File: src/rtl/alu_seq_pkg.sv
// alu_seq_pkg: shared op/state encodings and ALU control bit indices for the ALU sequencer
package alu_seq_pkg;
    typedef enum logic [1:0] {OP_ADD = 2'b00, OP_SUB = 2'b01, OP_CMP = 2'b10, OP_MUL = 2'b11} op_t;
    typedef enum logic [2:0] {S_IDLE, S_LO, S_HI, S_MUL, S_DONE} state_t;
    localparam int ADD_OP = 0;
    localparam int CARRY_IN = 7;
    localparam int EN_COMP = 8;
endpackage

File: src/rtl/alu_seq_ctrl_enc.sv
// alu_ctrl_enc: combinational encoder from sequencer state, op and carry to the 14-bit ALU control vector
module alu_ctrl_enc
    import alu_seq_pkg::*;
(
    input  state_t      state,
    input  op_t         op,
    input  logic        carry,
    output logic [13:0] ctrl
);
    logic byte_pass, sub;
    assign byte_pass = state == S_LO || state == S_HI;
    assign sub = op != OP_ADD;
    always_comb begin
        ctrl = '0;
        ctrl[ADD_OP] = byte_pass || state == S_MUL;
        ctrl[EN_COMP] = byte_pass && sub;
        ctrl[CARRY_IN] = state == S_LO ? sub : state == S_HI ? carry : 1'b0;
    end
endmodule

File: src/rtl/alu_seq_ctrl.sv
// alu_seq_ctrl: multi-cycle 16-bit ADD/SUB/CMP and optional 8x8 MUL (ALU_SEQ_MUL_EN) on a shared 8-bit ALU
module alu_seq_ctrl
    import alu_seq_pkg::*;
(
    input  logic        clk,
    input  logic        rst_n,
    input  logic        req_valid,
    output logic        req_ready,
    input  logic [1:0]  req_op,
    input  logic [15:0] req_a,
    input  logic [15:0] req_b,
    output logic        rsp_valid,
    input  logic        rsp_ready,
    output logic [15:0] rsp_result,
    output logic        rsp_cout,
    output logic        rsp_gt,
    output logic        rsp_lt,
    output logic        rsp_eq,
    output logic        rsp_err,
    output logic        alu_own,
    output logic        alu_en,
    output logic [7:0]  alu_op1,
    output logic [7:0]  alu_op2,
    output logic [13:0] alu_ctrl,
    input  logic [7:0]  alu_dout,
    input  logic        alu_cout
);
    state_t state, nxt;
    op_t op;
    logic [15:0] a, b, res;
    logic c, err, lo, hi, mul, done, ok, accept, illegal;
    assign lo = state == S_LO;
    assign hi = state == S_HI;
    assign done = state == S_DONE;
    assign req_ready = state == S_IDLE;
    assign accept = req_valid && req_ready;
`ifdef ALU_SEQ_MUL_EN
    logic [2:0] cnt;
    assign mul = state == S_MUL;
    assign illegal = 1'b0;
    always_ff @(posedge clk) begin
        if (!rst_n) cnt <= '0;
        else if (accept) cnt <= '0;
        else if (mul) cnt <= cnt + 3'd1;
    end
`else
    assign mul = 1'b0;
    assign illegal = req_op == OP_MUL;
`endif
    always_ff @(posedge clk) begin
        if (!rst_n) state <= S_IDLE;
        else state <= nxt;
    end
    always_comb begin
        nxt = state;
        case (state)
            S_IDLE: nxt = !req_valid ? S_IDLE : req_op != OP_MUL ? S_LO : illegal ? S_DONE : S_MUL;
            S_LO: nxt = S_HI;
            S_HI: nxt = S_DONE;
`ifdef ALU_SEQ_MUL_EN
            S_MUL: nxt = cnt == 3'd7 ? S_DONE : S_MUL;
`endif
            S_DONE: nxt = rsp_ready ? S_IDLE : S_DONE;
            default: nxt = S_IDLE;
        endcase
    end
    // res doubles as the shift-add product accumulator P during MUL
    always_ff @(posedge clk) begin
        if (!rst_n) begin
            op <= OP_ADD;
            a <= '0;
            b <= '0;
            res <= '0;
            c <= 1'b0;
            err <= 1'b0;
        end else if (accept) begin
            op <= op_t'(req_op);
            a <= req_a;
            b <= req_b;
            res <= {8'h00, req_b[7:0]};
            c <= 1'b0;
            err <= illegal;
        end else if (lo) begin
            res[7:0] <= alu_dout;
            c <= alu_cout;
        end else if (hi) begin
            res[15:8] <= alu_dout;
            c <= alu_cout;
        end else if (mul) begin
            res <= {alu_cout, alu_dout, res[7:1]};
        end
    end
    alu_ctrl_enc u_enc (
        .state(state),
        .op   (op),
        .carry(c),
        .ctrl (alu_ctrl)
    );
    assign alu_own = lo || hi || mul;
    assign alu_en = alu_own;
    assign alu_op1 = lo ? a[7:0] : hi ? a[15:8] : mul ? res[15:8] : 8'h00;
    assign alu_op2 = lo ? b[7:0] : hi ? b[15:8] : (mul && res[0]) ? a[7:0] : 8'h00;
    assign ok = done && !err;
    assign rsp_valid = done;
    assign rsp_result = ok && op != OP_CMP ? res : 16'h0000;
    assign rsp_cout = ok && op != OP_MUL && c;
    assign rsp_eq = ok && op == OP_CMP && res == 16'h0000;
    assign rsp_gt = ok && op == OP_CMP && c && res != 16'h0000;
    assign rsp_lt = ok && op == OP_CMP && !c;
    assign rsp_err = done && err;
endmodule
File: config.mk
export PLATFORM = sky130hd
export DESIGN_NAME = alu_seq_ctrl
export DESIGN_NICKNAME = d
export VERILOG_FILES = /design/src/rtl/alu_seq_pkg.sv /design/src/rtl/alu_seq_ctrl_enc.sv /design/src/rtl/alu_seq_ctrl.sv
export SDC_FILE = /design/constraint.sdc
export NUM_CORES = 1
export LEC_CHECK = 0
export ABC_AREA = 0
export CAP_MARGIN = 10
export CORE_ASPECT_RATIO = 0.75
export CORE_MARGIN = 1.5
export CORE_UTILIZATION = 43
export DETAILED_ROUTE_END_ITERATION = 8
export PLACE_DENSITY = 0.82
export SETUP_SLACK_MARGIN = 0.4
export SYNTH_ARGS = -nofsm -noshare
export SYNTH_HDL_FRONTEND = slang
export SYNTH_SLANG_ARGS = --single-unit
File: constraint.sdc
create_clock -name clk -period 1.8 [get_ports clk]
set_input_delay 0.18 -clock clk [delete_from_list [all_inputs] [get_ports clk]]
set_output_delay 0.18 -clock clk [all_outputs]
set_load 0.02 [all_outputs]
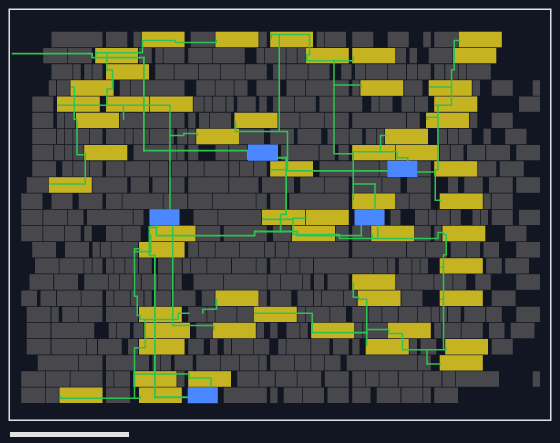
*Routed clock nets over the placement*
The bar under the picture is 20 um long.
[flip-flops] yellow | count: 55
[clock wires] green | length: 666 um
[clock-net drivers] blue | count: 5
flops lie	spread over the die
routed clock nets	6
Clock Power Share: 27.7%
Setup Skew: 14.5 ps
clk_lat worst skew: 330 ps
P_clk: 0.904 mW

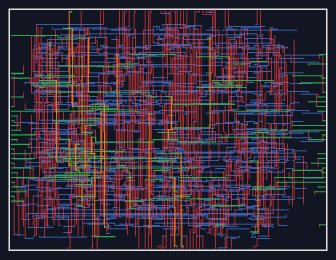
*Signal wires by layer*
layer	color	wire length
M2	red	5350 um
M3	green	873 um
M1	blue	4250 um
M4	orange	402 um
final wirelength: 10.9 mm
via count: 3123

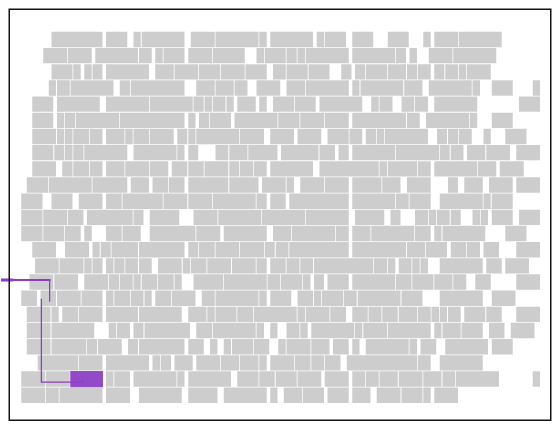
*I/O nets highlighted*
port	color	bits	direction	end cells	wire
rsp_cout	purple	1	output	1	31.0 um
Port-buffer cells: 90
IO Count: 102

==> impl_metrics.py <==
# Flow results
metrics = {
    "place": {
        "numPlacedInstances": 488,
        "pre_cts_ws_ps": -458,
        "dpl_cell_area_um2": 3770,
        "place_hpwl_mm": 5.10,
    },
    "global_route": {
        "grt-ovfl-total": 0,
        "grt_pass1_wl_mm": 13.6,
        "grt_usage_pct": 28.3,
    },
    "sta": {
        "grt_setup_unrepaired": "yes",
        "setup_viol": 69,
        "holdWs_ps": 393,
        "relSlewSlack_pct": 59.8,
        "final_hold_viol_count": 0,
        "setup_ws_ps": -370,
    },
    "outcome": {
        "outcome": "complete, but fails checks",
        "violations": "setup timing",
    },
    "setup_path": {
        "r2r_end": "a[10]$_SDFFE_PN0P_",
        "required_ps": 1620,
        "crit_family": "simple AND/OR/NAND/NOR gates",
        "crit_arrival_ps": 1990,
        "crit_path_max_fanout": 16,
        "r2r_start": "state[2]$_SDFF_PN0_",
        "worstSetupPathType": "reg2out",
        "cp_slowest_cell": "or4b_4",
        "crit_cells": 5,
        "setup.worst_path.end_class": "primary output",
        "cp-start-kind": "flip-flop",
        "cpPeakStageDelay_ps": 540,
    },
    "synthesis": {
        "ys_area_um2": 2490,
        "compound_area_share_pct": 18.8,
        "synth-simple-area-share_pct": 28.4,
    },
    "die": {
        "die_w_um": 90.8,
    },
    "final_layout": {
        "drive_above_1_share_pct": 47.9,
        "syn2layout_area_growth_pct": 91.4,
        "final_net_count": 509,
    },
    "power": {
        "p_sw_mw": 0.993,
        "power.total_mw": 3.26,
        "power_density_nw_per_um2": 685,
        "pwr-share-comb_pct": 30.6,
    },
    "hold_path": {
        "min_to": "a[11]$_SDFFE_PN0P_",
        "min_path_cells": 3,
    },
    "route": {
        "drtIter0Drc": 288,
        "firstDrtPassIters": 6,
    },
    "clock_network": {
        "cts.reportedPaths.clkPinSlew_ps": 110,
        "cts_tree": "built",
        "clock-root-buffer": "clkbuf_8",
    },
    "job": {
        "max_cap_violations": 0,
    },
}
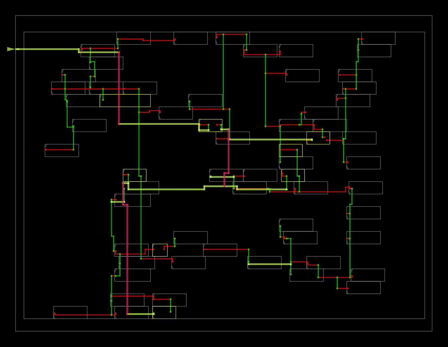
*Clock routing*
clock sink total: 55
flip-flops: 55
CLK BUF: 6
total CTS buffers: 5

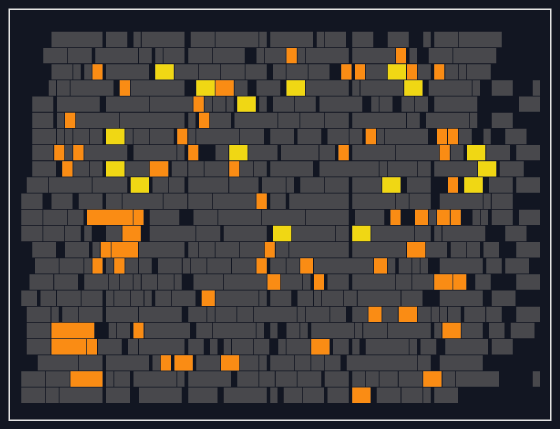
*Selected gate families*
family	color	cells	most used
non-inverting ao/oa cells	yellow	16	a22o_1
aoi and oai cells	orange	61	a21oi_1
Comb/total area: 33.4%
Non-Filler Instances: 538
Commonest Layout Cell: nand2_1

area by class of cell:
cell class	count	area (um2)
inverter	4	15.0
clock buffer	6	82.6
clock inverter	2	38.8
sequential	55	1110
timing repair buffer	161	1840
tap	75	93.8
fill	244	704
multi-input combinational	235	1590
tightest hold or removal path, stage by stage:
cell and delay, ps:
clkdlybuf4s50_1 400, nand2_1 50, a21oi_1 50
synthesized netlist by cell type:
cell	number	area [um2]
a2111oi_0	1	8.76
a211oi_1	1	7.51
a21oi_1	46	230
a21oi_2	1	8.76
a22o_1	16	140
a31oi_1	9	56.3
and2_1	17	106
and3_1	1	6.26
buf_2	8	40.0
buf_4	13	97.6
buf_6	1	11.3
clkbuf_1	11	41.3
clkbuf_2	1	5.00
clkinv_1	1	3.75
conb_1	1	3.75
dfxtp_1	55	1100
inv_1	3	11.3
nand2_1	95	357
nand2_2	1	6.26
nand3_1	10	50.1
nand3b_1	1	7.51
nand4_1	1	6.26
nor2_1	6	22.5
nor3_1	1	5.00
nor3b_2	3	37.5
nor4_1	4	25.0
nor4b_4	1	23.8
o21ai_0	2	10.0
o22ai_1	1	6.26
or3b_2	2	17.5
or3b_4	1	11.3
or4b_1	1	10.0
or4b_4	1	13.8
registers in the layout, summed over array words and instances, names as in the netlist:
name	count
b	16
state	3
err	1
res	16
c	1
a	16
op	2
power groups by stage:
stage	Sequential, mW	Clock (mW)	Combinational, mW
2_1_floorplan	1.36	0	0.390
3_3_place_gp	1.36	0	0.629
3_5_place_dp	1.37	0	0.636
4_1_cts	1.35	0.872	0.812
5_1_grt	1.37	0.930	1.03
6_report	1.36	0.904	0.997
routing by layer:
layer	vias to the layer above	part of all wire, %	track usage, %
met5	-	0	0
li1	1354	-	-
met4	0	3.7	10.4
met3	46	8.0	7.24
met2	201	49	50.4
met1	1522	39	33.8
Power figures rest on the tool's default switching activity, not on a simulated workload.
